Sequential cells coloured by netlist name:
Bar = 100 µm. Other sequential cells in the stronger grey, the rest of the logic in the fainter grey.
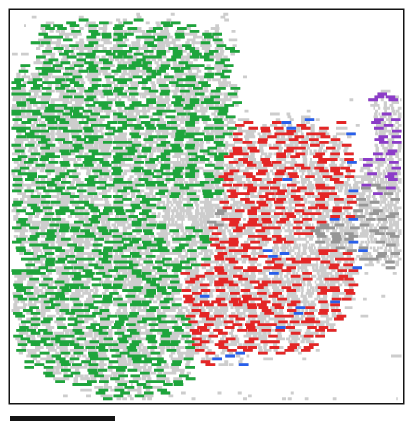
Cells by drive strength:
Bar = 100 µm.
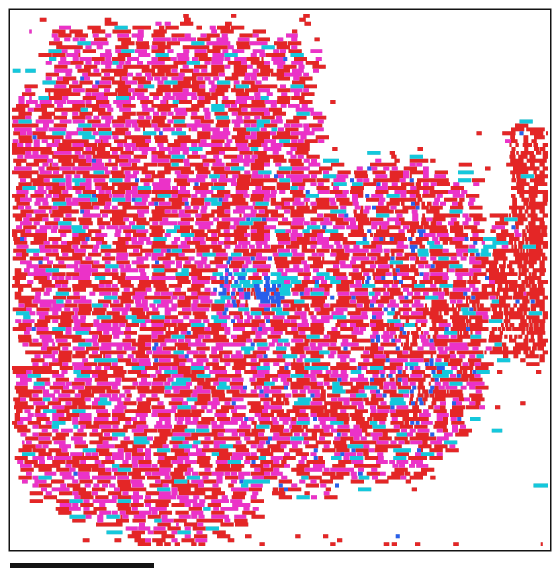
Placement by cell class:
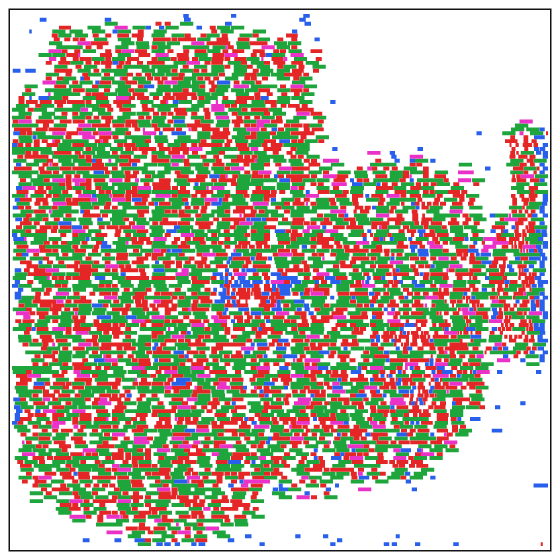
File: config.mk
export PLATFORM = sky130hd
export DESIGN_NAME = icache_dm_param
export DESIGN_NICKNAME = d
export VERILOG_FILES = /design/src/rtl/icache_dm_param.sv
export SDC_FILE = /design/constraint.sdc
export NUM_CORES = 2
export LEC_CHECK = 0
export ABC_AREA = 0
export CORE_UTILIZATION = 50
export DETAILED_ROUTE_END_ITERATION = 8
export PLACE_DENSITY = 0.8
export REMOVE_ABC_BUFFERS = 1
export SKIP_CTS_REPAIR_TIMING = 1
export SLEW_MARGIN = 20
export SYNTH_ARGS = -nofsm -noshare
export SYNTH_HDL_FRONTEND = slang
export SYNTH_SLANG_ARGS = --single-unit
File: constraint.sdc
create_clock -name CLK -period 5.7 [get_ports CLK]
set_clock_uncertainty 0.2 [all_clocks]
set_input_delay 1.425 -clock CLK [delete_from_list [all_inputs] [get_ports CLK]]
set_output_delay 1.425 -clock CLK [all_outputs]
set_load 0.02 [all_outputs]
File: src/rtl/icache_dm_param.sv
// Direct-mapped instruction cache with word-serial block fill, whole-cache flush
// and saturating hit/miss counters. Lookup is combinational; storage is all flops.
module icache_dm_param #(
  parameter int SETS     = 16,
  parameter int BLKWORDS = 2,
  parameter int CNTW     = 32
) (
  input  logic            CLK,
  input  logic            nRST,
  input  logic            imemREN,
  input  logic [31:0]     imemaddr,
  output logic            ihit,
  output logic [31:0]     imemload,
  input  logic            flush,
  output logic            iREN,
  output logic [31:0]     iaddr,
  input  logic            iwait,
  input  logic [31:0]     iload,
  output logic [CNTW-1:0] hit_count,
  output logic [CNTW-1:0] miss_count
);

  localparam int W  = $clog2(BLKWORDS);
  localparam int I  = $clog2(SETS);
  localparam int TW = 30 - W - I;

  localparam logic [0:0] IDLE = 1'b0;
  localparam logic [0:0] FILL = 1'b1;

  localparam logic [W-1:0] LAST_WORD = W'(BLKWORDS - 1);

  logic [0:0]      state_q, state_d;
  logic [TW-1:0]   fill_tag_q, fill_tag_d;
  logic [I-1:0]    fill_idx_q, fill_idx_d;
  logic [W-1:0]    cnt_q, cnt_d;
  logic [CNTW-1:0] hit_cnt_q, hit_cnt_d;
  logic [CNTW-1:0] miss_cnt_q, miss_cnt_d;

  logic [SETS-1:0] valid_q;
  logic [TW-1:0]   tag_q  [SETS-1:0];
  logic [31:0]     data_q [SETS-1:0][BLKWORDS-1:0];

  logic [W-1:0]  req_off;
  logic [I-1:0]  req_idx;
  logic [TW-1:0] req_tag;
  logic          tag_match;
  logic          miss;
  logic          xfer;
  logic          addr_lsb_unused;

  assign req_off         = imemaddr[2+W-1:2];
  assign req_idx         = imemaddr[2+W+I-1:2+W];
  assign req_tag         = imemaddr[31:2+W+I];
  assign addr_lsb_unused = ^imemaddr[1:0];

  assign tag_match = valid_q[req_idx] && (tag_q[req_idx] == req_tag);
  assign ihit      = (state_q == IDLE) && imemREN && tag_match && !flush;
  assign miss      = (state_q == IDLE) && imemREN && !tag_match && !flush;
  // Flush outranks a word arriving in the same cycle: the aborted line is dropped.
  assign xfer      = (state_q == FILL) && !iwait && !flush;

  assign imemload   = data_q[req_idx][req_off];
  assign iREN       = (state_q == FILL);
  assign iaddr      = {fill_tag_q, fill_idx_q, cnt_q, 2'b00};
  assign hit_count  = hit_cnt_q;
  assign miss_count = miss_cnt_q;

  always_comb begin
    state_d    = state_q;
    fill_tag_d = fill_tag_q;
    fill_idx_d = fill_idx_q;
    cnt_d      = cnt_q;
    if (flush) begin
      state_d = IDLE;
    end else if (miss) begin
      state_d    = FILL;
      fill_tag_d = req_tag;
      fill_idx_d = req_idx;
      cnt_d      = '0;
    end else if (xfer) begin
      cnt_d = cnt_q + W'(1);
      if (cnt_q == LAST_WORD) state_d = IDLE;
    end

    hit_cnt_d  = hit_cnt_q;
    miss_cnt_d = miss_cnt_q;
    if (ihit && !(&hit_cnt_q))  hit_cnt_d  = hit_cnt_q + CNTW'(1);
    if (miss && !(&miss_cnt_q)) miss_cnt_d = miss_cnt_q + CNTW'(1);
  end

  always_ff @(posedge CLK or negedge nRST) begin
    if (!nRST) begin
      state_q    <= IDLE;
      fill_tag_q <= '0;
      fill_idx_q <= '0;
      cnt_q      <= '0;
      hit_cnt_q  <= '0;
      miss_cnt_q <= '0;
    end else begin
      state_q    <= state_d;
      fill_tag_q <= fill_tag_d;
      fill_idx_q <= fill_idx_d;
      cnt_q      <= cnt_d;
      hit_cnt_q  <= hit_cnt_d;
      miss_cnt_q <= miss_cnt_d;
    end
  end

  // Line storage: the tag and valid bit are committed only with the final word.
  always_ff @(posedge CLK or negedge nRST) begin
    if (!nRST) begin
      valid_q <= '0;
      for (int s = 0; s < SETS; s++) begin
        tag_q[s] <= '0;
        for (int w = 0; w < BLKWORDS; w++) data_q[s][w] <= '0;
      end
    end else if (flush) begin
      valid_q <= '0;
    end else if (xfer) begin
      data_q[fill_idx_q][cnt_q] <= iload;
      if (cnt_q == LAST_WORD) begin
        valid_q[fill_idx_q] <= 1'b1;
        tag_q[fill_idx_q]   <= fill_tag_q;
      end
    end
  end

endmodule

==> flow_summary.ini <==
; yosys + openroad results
[status]
status = finished, violations left
violations = negative setup slack

[grt]
grt_pass1_wl_mm = 270.2
antenna_found_initial = 9
track_usage_pct = 25.44
grt_pass1_vias = 42560
grt.overflow.total = 0

[logic_synthesis]
async_flop_share_pct = 100.0
ff_type = dfrtp_1
ys_chip_area_um2 = 69710
ys_warn_count = 0
ys_sh_mux_pct = 38.38
ys_sh_simple_pct = 2.012
yosysCellCount = 4384
area_leaders = dfrtp_1 55%, mux2_2 24%, mux4_2 13%
synth_cells = 4384
ys_sh_adder_pct = 0.03590
numSynthFlops = 1535
syn_avg_cell_area_um2 = 15.90
top_area_cell = dfrtp_1
logic_family = multiplexers
top_area_share_pct = 55.10

[pwr]
top_power_group = sequential cells
pg_comb_uw = 3500
p_int_uw = 20160
p_seq_share_pct = 48.4
ir_drop_uv = 271.4
clock_power_share_pct = 38.6
p_comb_share_pct = 13.0

[detailed_routing]
avgRoutedWirePerCell_um = 27.06
final_antenna_net_count = 0
drt_first_pass_iters = 5
drc_errors = 0
viasPerCell = 6.173
routed_wl_mm = 176.3
first_iter_violations = 3063
via_count = 40210

[final_timing]
period_used_pct = 102.2
setup_viol = 2
rsz0062_at_grt = yes
maxSlewViolCount = 0
period_needed_ps = 5825
setup_tns_ps = -159.3
finalHoldViolations = 0
fmax_mhz = 171.7
fin_ws_ps = -125.1

[layout]
n_clock_buffer = 243
layout-drive-gt1-share_pct = 52.26
mi_logic_area_um2 = 29770
sh_comb_area_pct = 36.80
nets = 4666
buf_share_pct = 6.284
buffers = 458
logic_gate_count = 2415
largestClassByArea = flip-flops and latches
clkCellAreaFrac_pct = 6.520
flops = 1535

[clocking]
cts_htree_levels = 4
cts-root-buf = clkbuf_16
clockBufferDepth = 3
cts_buffers = 158
clkTransAtPathRegs_ps = 50
cts_tree = yes

[worst_setup_path]
cp_slowest_cell = mux4_2
cp-start-kind = primary input
worstSetupPathType = primary input to output port
cp_max_fo = 17
cp_top_family = buffers and inverters
worst_ep_required_time_ps = 4070
end_kind = output port
cp.arrival_ps = 4200
slowest_delay_ps = 500

[floorplan]
die_x_um = 375.4
dieArea_um2 = 140900
die_h_um = 375.4
tapCellCount = 1794
ios = 199
initCoreUtil_pct = 50.57

[place]
postPlaceCellArea_um2 = 75210
port_buffers = 194
place_congestion = 0.8191
placedCellCount = 6211

[flow_run]
max_cap_viol_count = 0
Back to the opening pictures, 'sequential cells coloured by netlist name':
hit_count -> purple  # flops 32
tag_q -> red  # flops 400
fill_tag_q -> blue  # flops 25
data_q -> green  # flops 1024
not coloured = 54
sequential cell area: 38410 µm²
Seq. pwr: 13000 µW

Back to the opening pictures, 'cells by drive strength':
x1 and smaller -> red  # cells 2253, most used dfrtp_1
x2 -> magenta  # cells 1959, most used mux2_2
x3 and x4 -> blue  # cells 202, most used buf_4
x6 and larger -> cyan  # cells 305, most used clkbuf_16
Final Instance Area: 80890 µm²
synthesis-to-layout area growth: 16.04%

Back to the opening pictures, 'placement by cell class':
registers -> green  # cells 1535
clock drivers and dummy loads -> magenta  # cells 284
remaining buffers and delay cells -> blue  # cells 458
remaining logic cells -> red  # cells 2442
core area: 137800 µm²
flop share of the area: 47.48%
Layout Utilization: 58.69%
Rows: 136

[registers in the layout, indices dropped and copies added, names as in the netlist]
register and cells:
data_q 1024, tag_q 400, hit_count 32, miss_count 32
fill_tag_q 25, valid_q 16, fill_idx_q 4, cnt_q 1
iREN 1
[layer usage]
metal	up-vias	track usage (%)	part of all wire, %
met5	-	0	0.033
met4	10	7.000	2.5
met3	293	5.764	6.6
met2	1194	41.04	49
met1	21970	34.82	42
li1	16740	-	-
[Yosys cell counts (26+ instances only)]
library cell / count
dfrtp_1: 1535
mux2i_1: 62
clkbuf_1: 278
xnor2_1: 57
buf_1: 91
and3_1: 36
xor2_1: 32
nor3_1: 29
buf_2: 29
nand2_1: 62
mux4_2: 408
inv_1: 26
mux2_2: 1504
nand3_1: 35
[worst paths after layout]
| kind | from | endpoint | slack (ps) | depth (start not counted) |
|---|---|---|---|---|
| worst min-delay path | miss_count[11] | miss_count[11] | 280 | 1 |
| max in group asynchronous | nRST | data_q[508] | 3410 | 2 |
| worst min register to register | miss_count[11] | miss_count[11] | 280 | 1 |
| min in group asynchronous | nRST | tag_q[292] | 350 | 1 |
| worst max-delay path | imemaddr[3] | ihit | -130 | 13 |
| worst max register to register | tag_q[197] | fill_tag_q[2] | 1740 | 11 |
[cell usage in the layout, fill, tap and decap left out, types with 10 or more instances in the layout]
cell and instances:
dfrtp_1 1535, mux2_2 1504, mux4_2 408, buf_4 180, clkbuf_16 165, clkdlybuf4s50_1 157, buf_12 70, mux2i_1 62
xnor2_1 57, clkbuf_1 44, nand2_1 42, clkbuf_8 38, and3_1 33, nand3_1 33, xor2_1 32, dlymetal6s2s_1 30
inv_1 26, nor3_1 25, nand4_1 22, nor2_1 21, clkinv_2 20, o21ai_0 18, and2_1 14, o22ai_1 11
nand2_2 10, nand2_4 10
Power figures rest on the tool's default switching activity, not on a simulated workload.
